--- src/rtl/pipe_control_if.sv ---
// Control-path bundle between the 5-stage datapath (master) and pipe_control (slave).
interface pipe_control_if #(
  parameter int A_WIDTH = 32,
  parameter int R_WIDTH = 5
);
  logic [A_WIDTH-1:0] InstrD;
  logic               ZeroE;
  logic [2:0]         ImmSrcD;
  logic [3:0]         ALUControlE;
  logic               ALUSrcE;
  logic               PCSrcE;
  logic               JalrE;
  logic               MemWriteM;
  logic               RegWriteW;
  logic [1:0]         ResultSrcW;
  logic [R_WIDTH-1:0] RdW;
  logic               StallF;
  logic               StallD;
  logic               FlushD;
  logic               FlushE;
  logic [1:0]         ForwardAE;
  logic [1:0]         ForwardBE;

  modport master (
    output InstrD, ZeroE,
    input  ImmSrcD, ALUControlE, ALUSrcE, PCSrcE, JalrE, MemWriteM, RegWriteW,
           ResultSrcW, RdW, StallF, StallD, FlushD, FlushE, ForwardAE, ForwardBE
  );

  modport slave (
    input  InstrD, ZeroE,
    output ImmSrcD, ALUControlE, ALUSrcE, PCSrcE, JalrE, MemWriteM, RegWriteW,
           ResultSrcW, RdW, StallF, StallD, FlushD, FlushE, ForwardAE, ForwardBE
  );
endinterface

--- src/rtl/pipe_control.sv ---
// Pipelined RV32 control: ID decode, ID/EX-EX/MEM-MEM/WB control registers,
// EX branch resolution and the hazard unit (load-use stall, flush, forwarding).
module pipe_control #(
  parameter int A_WIDTH    = 32,
  parameter int R_WIDTH    = 5,
  parameter bit FORWARD_EN = 1'b1
) (
  input logic          clk,
  input logic          rst,
  pipe_control_if.slave bus
);
  localparam logic [6:0] OP_R      = 7'b0110011;
  localparam logic [6:0] OP_I      = 7'b0010011;
  localparam logic [6:0] OP_LOAD   = 7'b0000011;
  localparam logic [6:0] OP_STORE  = 7'b0100011;
  localparam logic [6:0] OP_BRANCH = 7'b1100011;
  localparam logic [6:0] OP_JAL    = 7'b1101111;
  localparam logic [6:0] OP_JALR   = 7'b1100111;
  localparam logic [6:0] OP_LUI    = 7'b0110111;

  localparam logic [3:0] ALU_ADD = 4'b0000, ALU_SUB = 4'b0001, ALU_AND = 4'b0010,
                         ALU_OR  = 4'b0011, ALU_XOR = 4'b0100, ALU_SLT = 4'b0101,
                         ALU_SLL = 4'b0110, ALU_SRL = 4'b0111, ALU_SRA = 4'b1000;

  logic [6:0]         op;
  logic [2:0]         fn3_d;
  logic               fn7_5;
  logic [R_WIDTH-1:0] rs1_d, rs2_d, rd_d;
  logic               unused_instr_bits;

  assign op    = bus.InstrD[6:0];
  assign rd_d  = bus.InstrD[7 +: R_WIDTH];
  assign fn3_d = bus.InstrD[14:12];
  assign rs1_d = bus.InstrD[15 +: R_WIDTH];
  assign rs2_d = bus.InstrD[20 +: R_WIDTH];
  assign fn7_5 = bus.InstrD[30];
  assign unused_instr_bits = ^{bus.InstrD[31], bus.InstrD[29:25]};

  logic       reg_write_d, mem_write_d, alu_src_d, branch_d, jump_d, jalr_d, alu_fn_d;
  logic [1:0] result_src_d;
  logic [3:0] alu_control_d;
  logic [2:0] imm_src_d;

  always_comb begin
    reg_write_d   = 1'b0;
    mem_write_d   = 1'b0;
    alu_src_d     = 1'b0;
    branch_d      = 1'b0;
    jump_d        = 1'b0;
    jalr_d        = 1'b0;
    alu_fn_d      = 1'b0;
    result_src_d  = 2'b00;
    alu_control_d = ALU_ADD;
    imm_src_d     = 3'b000;
    case (op)
      OP_R:      begin reg_write_d = 1'b1; alu_fn_d = 1'b1; end
      OP_I:      begin reg_write_d = 1'b1; alu_src_d = 1'b1; alu_fn_d = 1'b1; end
      OP_LOAD:   begin reg_write_d = 1'b1; alu_src_d = 1'b1; result_src_d = 2'b01; end
      OP_STORE:  begin mem_write_d = 1'b1; alu_src_d = 1'b1; imm_src_d = 3'b001; end
      OP_BRANCH: begin branch_d = 1'b1; alu_control_d = ALU_SUB; imm_src_d = 3'b010; end
      OP_JAL:    begin reg_write_d = 1'b1; jump_d = 1'b1; result_src_d = 2'b10; imm_src_d = 3'b011; end
      OP_JALR:   begin
        reg_write_d  = 1'b1;
        jump_d       = 1'b1;
        jalr_d       = 1'b1;
        alu_src_d    = 1'b1;
        result_src_d = 2'b10;
      end
      OP_LUI:    begin reg_write_d = 1'b1; result_src_d = 2'b11; imm_src_d = 3'b100; end
      default:   ;
    endcase
    // fn7[5] only turns add into sub for R-type; immediates reuse that bit otherwise
    if (alu_fn_d) begin
      case (fn3_d)
        3'b000:  alu_control_d = (op == OP_R && fn7_5) ? ALU_SUB : ALU_ADD;
        3'b001:  alu_control_d = ALU_SLL;
        3'b010:  alu_control_d = ALU_SLT;
        3'b011:  alu_control_d = ALU_SLT;
        3'b100:  alu_control_d = ALU_XOR;
        3'b101:  alu_control_d = fn7_5 ? ALU_SRA : ALU_SRL;
        3'b110:  alu_control_d = ALU_OR;
        default: alu_control_d = ALU_AND;
      endcase
    end
  end

  logic               reg_write_e, mem_write_e, alu_src_e, branch_e, jump_e, jalr_e;
  logic [1:0]         result_src_e;
  logic [3:0]         alu_control_e;
  logic [2:0]         fn3_e;
  logic [R_WIDTH-1:0] rs1_e, rs2_e, rd_e;
  logic               flush_e, pc_src_e, taken_e, stall;

  always_ff @(posedge clk) begin
    if (rst || flush_e) begin
      reg_write_e   <= 1'b0;
      mem_write_e   <= 1'b0;
      alu_src_e     <= 1'b0;
      branch_e      <= 1'b0;
      jump_e        <= 1'b0;
      jalr_e        <= 1'b0;
      result_src_e  <= 2'b00;
      alu_control_e <= 4'b0000;
      fn3_e         <= 3'b000;
      rs1_e         <= '0;
      rs2_e         <= '0;
      rd_e          <= '0;
    end else begin
      reg_write_e   <= reg_write_d;
      mem_write_e   <= mem_write_d;
      alu_src_e     <= alu_src_d;
      branch_e      <= branch_d;
      jump_e        <= jump_d;
      jalr_e        <= jalr_d;
      result_src_e  <= result_src_d;
      alu_control_e <= alu_control_d;
      fn3_e         <= fn3_d;
      rs1_e         <= rs1_d;
      rs2_e         <= rs2_d;
      rd_e          <= rd_d;
    end
  end

  logic               reg_write_m, mem_write_m, reg_write_w;
  logic [1:0]         result_src_m, result_src_w;
  logic [R_WIDTH-1:0] rd_m, rd_w;

  always_ff @(posedge clk) begin
    if (rst) begin
      reg_write_m  <= 1'b0;
      mem_write_m  <= 1'b0;
      result_src_m <= 2'b00;
      rd_m         <= '0;
      reg_write_w  <= 1'b0;
      result_src_w <= 2'b00;
      rd_w         <= '0;
    end else begin
      reg_write_m  <= reg_write_e;
      mem_write_m  <= mem_write_e;
      result_src_m <= result_src_e;
      rd_m         <= rd_e;
      reg_write_w  <= reg_write_m;
      result_src_w <= result_src_m;
      rd_w         <= rd_m;
    end
  end

  logic match_e, match_m, load_use, raw_stall;

  always_comb begin
    case (fn3_e)
      3'b000:  taken_e = bus.ZeroE;
      3'b001:  taken_e = ~bus.ZeroE;
      default: taken_e = 1'b0;
    endcase
    pc_src_e  = (branch_e & taken_e) | jump_e;
    match_e   = (rd_e != '0) && (rd_e == rs1_d || rd_e == rs2_d);
    match_m   = (rd_m != '0) && (rd_m == rs1_d || rd_m == rs2_d);
    load_use  = (result_src_e == 2'b01) && match_e;
    raw_stall = !FORWARD_EN && ((reg_write_e && match_e) || (reg_write_m && match_m));
    // A taken branch/jump discards the stalled instruction anyway, so flush wins
    stall     = (load_use || raw_stall) && !pc_src_e;
    flush_e   = stall || pc_src_e;
  end

  always_comb begin
    bus.ForwardAE = 2'b00;
    bus.ForwardBE = 2'b00;
    if (FORWARD_EN) begin
      if (reg_write_m && rd_m != '0 && rd_m == rs1_e)      bus.ForwardAE = 2'b10;
      else if (reg_write_w && rd_w != '0 && rd_w == rs1_e) bus.ForwardAE = 2'b01;
      if (reg_write_m && rd_m != '0 && rd_m == rs2_e)      bus.ForwardBE = 2'b10;
      else if (reg_write_w && rd_w != '0 && rd_w == rs2_e) bus.ForwardBE = 2'b01;
    end
  end

  assign bus.ImmSrcD     = imm_src_d;
  assign bus.ALUControlE = alu_control_e;
  assign bus.ALUSrcE     = alu_src_e;
  assign bus.PCSrcE      = pc_src_e;
  assign bus.JalrE       = jalr_e;
  assign bus.MemWriteM   = mem_write_m;
  assign bus.RegWriteW   = reg_write_w;
  assign bus.ResultSrcW  = result_src_w;
  assign bus.RdW         = rd_w;
  assign bus.StallF      = stall;
  assign bus.StallD      = stall;
  assign bus.FlushD      = pc_src_e;
  assign bus.FlushE      = flush_e;
endmodule
--- src/flat_wrapper.sv ---
// flat-port wrapper written by rule: the top's interface ports become plain ports
module pipe_control_flat 
#(
  parameter int A_WIDTH    = 32,
  parameter int R_WIDTH    = 5,
  parameter bit FORWARD_EN = 1'b1
)
  (clk, rst, bus_InstrD, bus_ZeroE, bus_ImmSrcD, bus_ALUControlE, bus_ALUSrcE, bus_PCSrcE, bus_JalrE, bus_MemWriteM, bus_RegWriteW, bus_ResultSrcW, bus_RdW, bus_StallF, bus_StallD, bus_FlushD, bus_FlushE, bus_ForwardAE, bus_ForwardBE);
  pipe_control_if #(.A_WIDTH(A_WIDTH), .R_WIDTH(R_WIDTH)) bus_i ();
  input logic clk;
  input logic rst;
  input wire logic [$bits(bus_i.InstrD)-1:0] bus_InstrD;
  input wire logic [$bits(bus_i.ZeroE)-1:0] bus_ZeroE;
  output wire logic [$bits(bus_i.ImmSrcD)-1:0] bus_ImmSrcD;
  output wire logic [$bits(bus_i.ALUControlE)-1:0] bus_ALUControlE;
  output wire logic [$bits(bus_i.ALUSrcE)-1:0] bus_ALUSrcE;
  output wire logic [$bits(bus_i.PCSrcE)-1:0] bus_PCSrcE;
  output wire logic [$bits(bus_i.JalrE)-1:0] bus_JalrE;
  output wire logic [$bits(bus_i.MemWriteM)-1:0] bus_MemWriteM;
  output wire logic [$bits(bus_i.RegWriteW)-1:0] bus_RegWriteW;
  output wire logic [$bits(bus_i.ResultSrcW)-1:0] bus_ResultSrcW;
  output wire logic [$bits(bus_i.RdW)-1:0] bus_RdW;
  output wire logic [$bits(bus_i.StallF)-1:0] bus_StallF;
  output wire logic [$bits(bus_i.StallD)-1:0] bus_StallD;
  output wire logic [$bits(bus_i.FlushD)-1:0] bus_FlushD;
  output wire logic [$bits(bus_i.FlushE)-1:0] bus_FlushE;
  output wire logic [$bits(bus_i.ForwardAE)-1:0] bus_ForwardAE;
  output wire logic [$bits(bus_i.ForwardBE)-1:0] bus_ForwardBE;
  assign bus_i.InstrD = bus_InstrD;
  assign bus_i.ZeroE = bus_ZeroE;
  assign bus_ImmSrcD = bus_i.ImmSrcD;
  assign bus_ALUControlE = bus_i.ALUControlE;
  assign bus_ALUSrcE = bus_i.ALUSrcE;
  assign bus_PCSrcE = bus_i.PCSrcE;
  assign bus_JalrE = bus_i.JalrE;
  assign bus_MemWriteM = bus_i.MemWriteM;
  assign bus_RegWriteW = bus_i.RegWriteW;
  assign bus_ResultSrcW = bus_i.ResultSrcW;
  assign bus_RdW = bus_i.RdW;
  assign bus_StallF = bus_i.StallF;
  assign bus_StallD = bus_i.StallD;
  assign bus_FlushD = bus_i.FlushD;
  assign bus_FlushE = bus_i.FlushE;
  assign bus_ForwardAE = bus_i.ForwardAE;
  assign bus_ForwardBE = bus_i.ForwardBE;
  pipe_control #(.A_WIDTH(A_WIDTH), .R_WIDTH(R_WIDTH), .FORWARD_EN(FORWARD_EN)) u_core (.clk(clk), .rst(rst), .bus(bus_i));
endmodule
--- config.mk ---
export PLATFORM = sky130hd
export DESIGN_NAME = pipe_control_flat
export DESIGN_NICKNAME = d
export VERILOG_FILES = /design/src/rtl/pipe_control_if.sv /design/src/rtl/pipe_control.sv /design/src/flat_wrapper.sv
export SDC_FILE = /design/constraint.sdc
export NUM_CORES = 1
export LEC_CHECK = 0
export ABC_AREA = 0
export CAP_MARGIN = 20
export CORE_ASPECT_RATIO = 1.75
export CORE_MARGIN = 1.5
export CORE_UTILIZATION = 30
export CTS_CLUSTER_SIZE = 12
export DETAILED_ROUTE_END_ITERATION = 6
export GPL_TIMING_DRIVEN = 0
export PLACE_DENSITY = 0.57
export SLEW_MARGIN = 20
export SYNTH_ARGS = -nofsm -noshare
export SYNTH_HDL_FRONTEND = slang
export SYNTH_SLANG_ARGS = --single-unit
export TNS_END_PERCENT = 20
--- constraint.sdc ---
create_clock -name clk -period 4.55 [get_ports clk]
set_input_delay 0.6825 -clock clk [delete_from_list [all_inputs] [get_ports clk]]
set_output_delay 0.6825 -clock clk [all_outputs]
set_load 0.005 [all_outputs]
### Cell outlines without signal wires

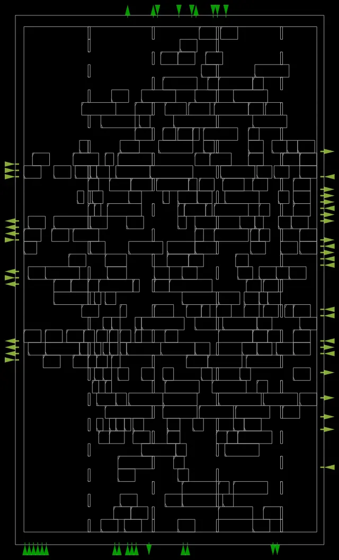
core area: 6860 sq um
Tapcells: 84
site row count: 40
Final Core Density: 0.425
fillcell total: 681

### Wiring heat map

The die is cut into 13 by 23 equal tiles; dark blue is low, red is high, scaled to the fullest tile. Values are wire area over tile area, all layers added.
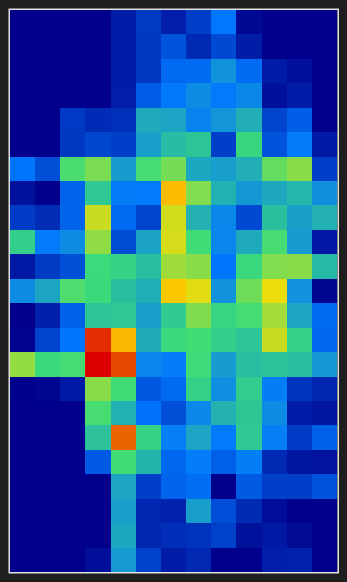
tiles over half the peak	13%
fullest tile	0.46
mean over tiles	0.11
nearly empty tiles	22%

==> results.toml <==
# implementation run metrics
[global_routing]
grt_max_degree = 16
antenna_found_initial = 0
grt_overflow_total = 0
grt_pass1_vias = 1721
gr-usage-met1 = 0.150
top_usage_layer = "met2"
grt_pass1_wl_mm = 8.47
track_usage = 0.152
use_met2 = 0.295

[setup_path]
cp_slowest_cell = "clkdlybuf4s50_1"
worst-setup-path-type = "input pin to output port"
end_kind = "output port"
crit_start = "bus_InstrD[21]"
reg2reg_setup_slack_ns = 2.75
ff2ff_path_depth = 6
crit_path_max_incr_delay_ns = 0.53
cp_cell_sequence = "clkdlybuf4s50_1 -> xor2_1 -> nor3_1 -> a22oi_2 -> o21bai_4 -> buf_6 -> clkdlybuf4s50_1"
critPathTopFamily = "buffers and inverters"
timing.rr.start = "u_core.rd_e[0]"
cp-start-kind = "input pin"
crit_buf_inv = 3
rr_endpoint = "u_core.fn3_e[2]"

[layout]
fin_area_sq_um = 2910
lay_top_count = "clkdlybuf4s50_1"
diodes = 0
area_growth_syn_to_layout_pct = 37.9
lay_top_cells = "55 x clkdlybuf4s50_1, 47 x dfxtp_1, 26 x xor2_1, 20 x nor2b_1, 13 x nor3b_2"
nets = 295
stdcell_count = 345

[clocking]
ctsHoldBuffers = 0
cts_tree = "yes"
cts-htree-levels = 2
cts_resized = 0
cts_root_buf = "clkbuf_16"
cts_buffers = 5
clock_path_buffers = 2
insertion_delay_ns = 0.29

[routing]
drt_iter0_drc = 46
ant_nets = 0
wl_per_cell_um = 15.5
top_layer = "met4"
via_per_inst = 4.86
drt-met1-wl_mm = 1.97
wirelength_mm = 5.33
drtPass1Iterations = 4
route.met3.wl_um = 259
route.detailed.drc = 0

[floorplanning]
fp_util = 0.308
io_pins = 62

[synthesis]
synthMuxAreaShare = 0
ys_sh_simple = 0.311
syn_area_per_cell_sq_um = 10.7
synth_warnings = 0
logic_family = "simple AND/OR/NAND/NOR gates"
synthesis.instances = 198
yosysSeqAreaShare = 0.446
fp_nets = 233

[run]
cap_violations = 0
warning_count = 32

[place]
placed_area_sq_um = 2770
place_ws_ns = 0.990
place.gp.congestion = 0.788
place_inst = 337

[final_timing]
tns_ns = 0
layout_setup_ws_ns = 1.03
whs_ns = 0.436
slew_headroom = 0.498
hold_viol_final = 0
finalCritPeriodShare = 0.774
finalSetupViolations = 0
worstMarginPinSlew_ns = 0.753
fin_crit_ns = 3.52
finalMaxSlewViolations = 0
final.setup_skew_ns = 0.00172
rsz0062_at_grt = "false"
max_freq_mhz = 284

[power_and_ir_drop]
power_density_nw_per_um2 = 308
vdd_ir_drop_max_uv = 135
p_leak_nw = 1.09

[hold_path]
hold_class = "flip-flop to flip-flop"
hold_path_end = "u_core.bus.ResultSrcW[0]"
whs_path_depth = 1

[status]
status = "completed"
[power by group]
part | switching, mW | internal (mW)
clock network | 0.155 | 0.202
registers | 0.0129 | 0.424
logic | 0.0468 | 0.0559
total | 0.214 | 0.682
[worst register-to-register path, stage by stage, from the launching register on]
cell and delay (ns):
dfxtp_1 0.48, xor2_1 0.11, nor3_1 0.27, a22oi_2 0.14, o21bai_4 0.36, buf_6 0.24
nor3b_2 0.06
[Yosys cell counts]
cell	n	area [sq um]
nor4_2	1	12.5
a21oi_1	3	15.0
nand2_1	7	26.3
xor2_1	26	228
nand3_1	6	30.0
nor3_1	7	35.0
o21ai_4	1	16.3
a31oi_1	2	12.5
nor3b_2	13	163
a21o_1	1	7.51
nor2_1	8	30.0
or3_1	1	6.26
xnor2_1	6	52.6
a31o_2	1	8.76
nor3_2	5	50.1
or4_1	4	30.0
or3_4	1	11.3
nor3b_1	4	30.0
o21ai_0	3	15.0
inv_1	1	3.75
nor4_1	7	43.8
o221ai_1	1	8.76
and3_1	2	12.5
buf_6	2	22.5
nor2b_1	20	125
or4_4	2	22.5
a2111oi_4	1	27.5
a2111oi_2	1	15.0
a22oi_2	1	12.5
clkbuf_1	5	18.8
nor4b_2	1	15.0
buf_4	2	15.0
nand2b_1	1	6.26
o21bai_4	1	18.8
dfxtp_1	47	941
a22oi_1	1	7.51
nand4_1	1	6.26
o2111ai_1	1	8.76
[layout make-up]
cell class                 instances  area (sq um)  share of cell area
sequential                        47           941               0.323
inverter                           1          3.75             0.00129
buffer                             9          56.3              0.0193
timing repair buffer              55           551               0.189
multi-input combinational        141          1110               0.381
clock buffer                       5           125              0.0430
tap                               84           105              0.0361
clock inverter                     3          20.0             0.00688
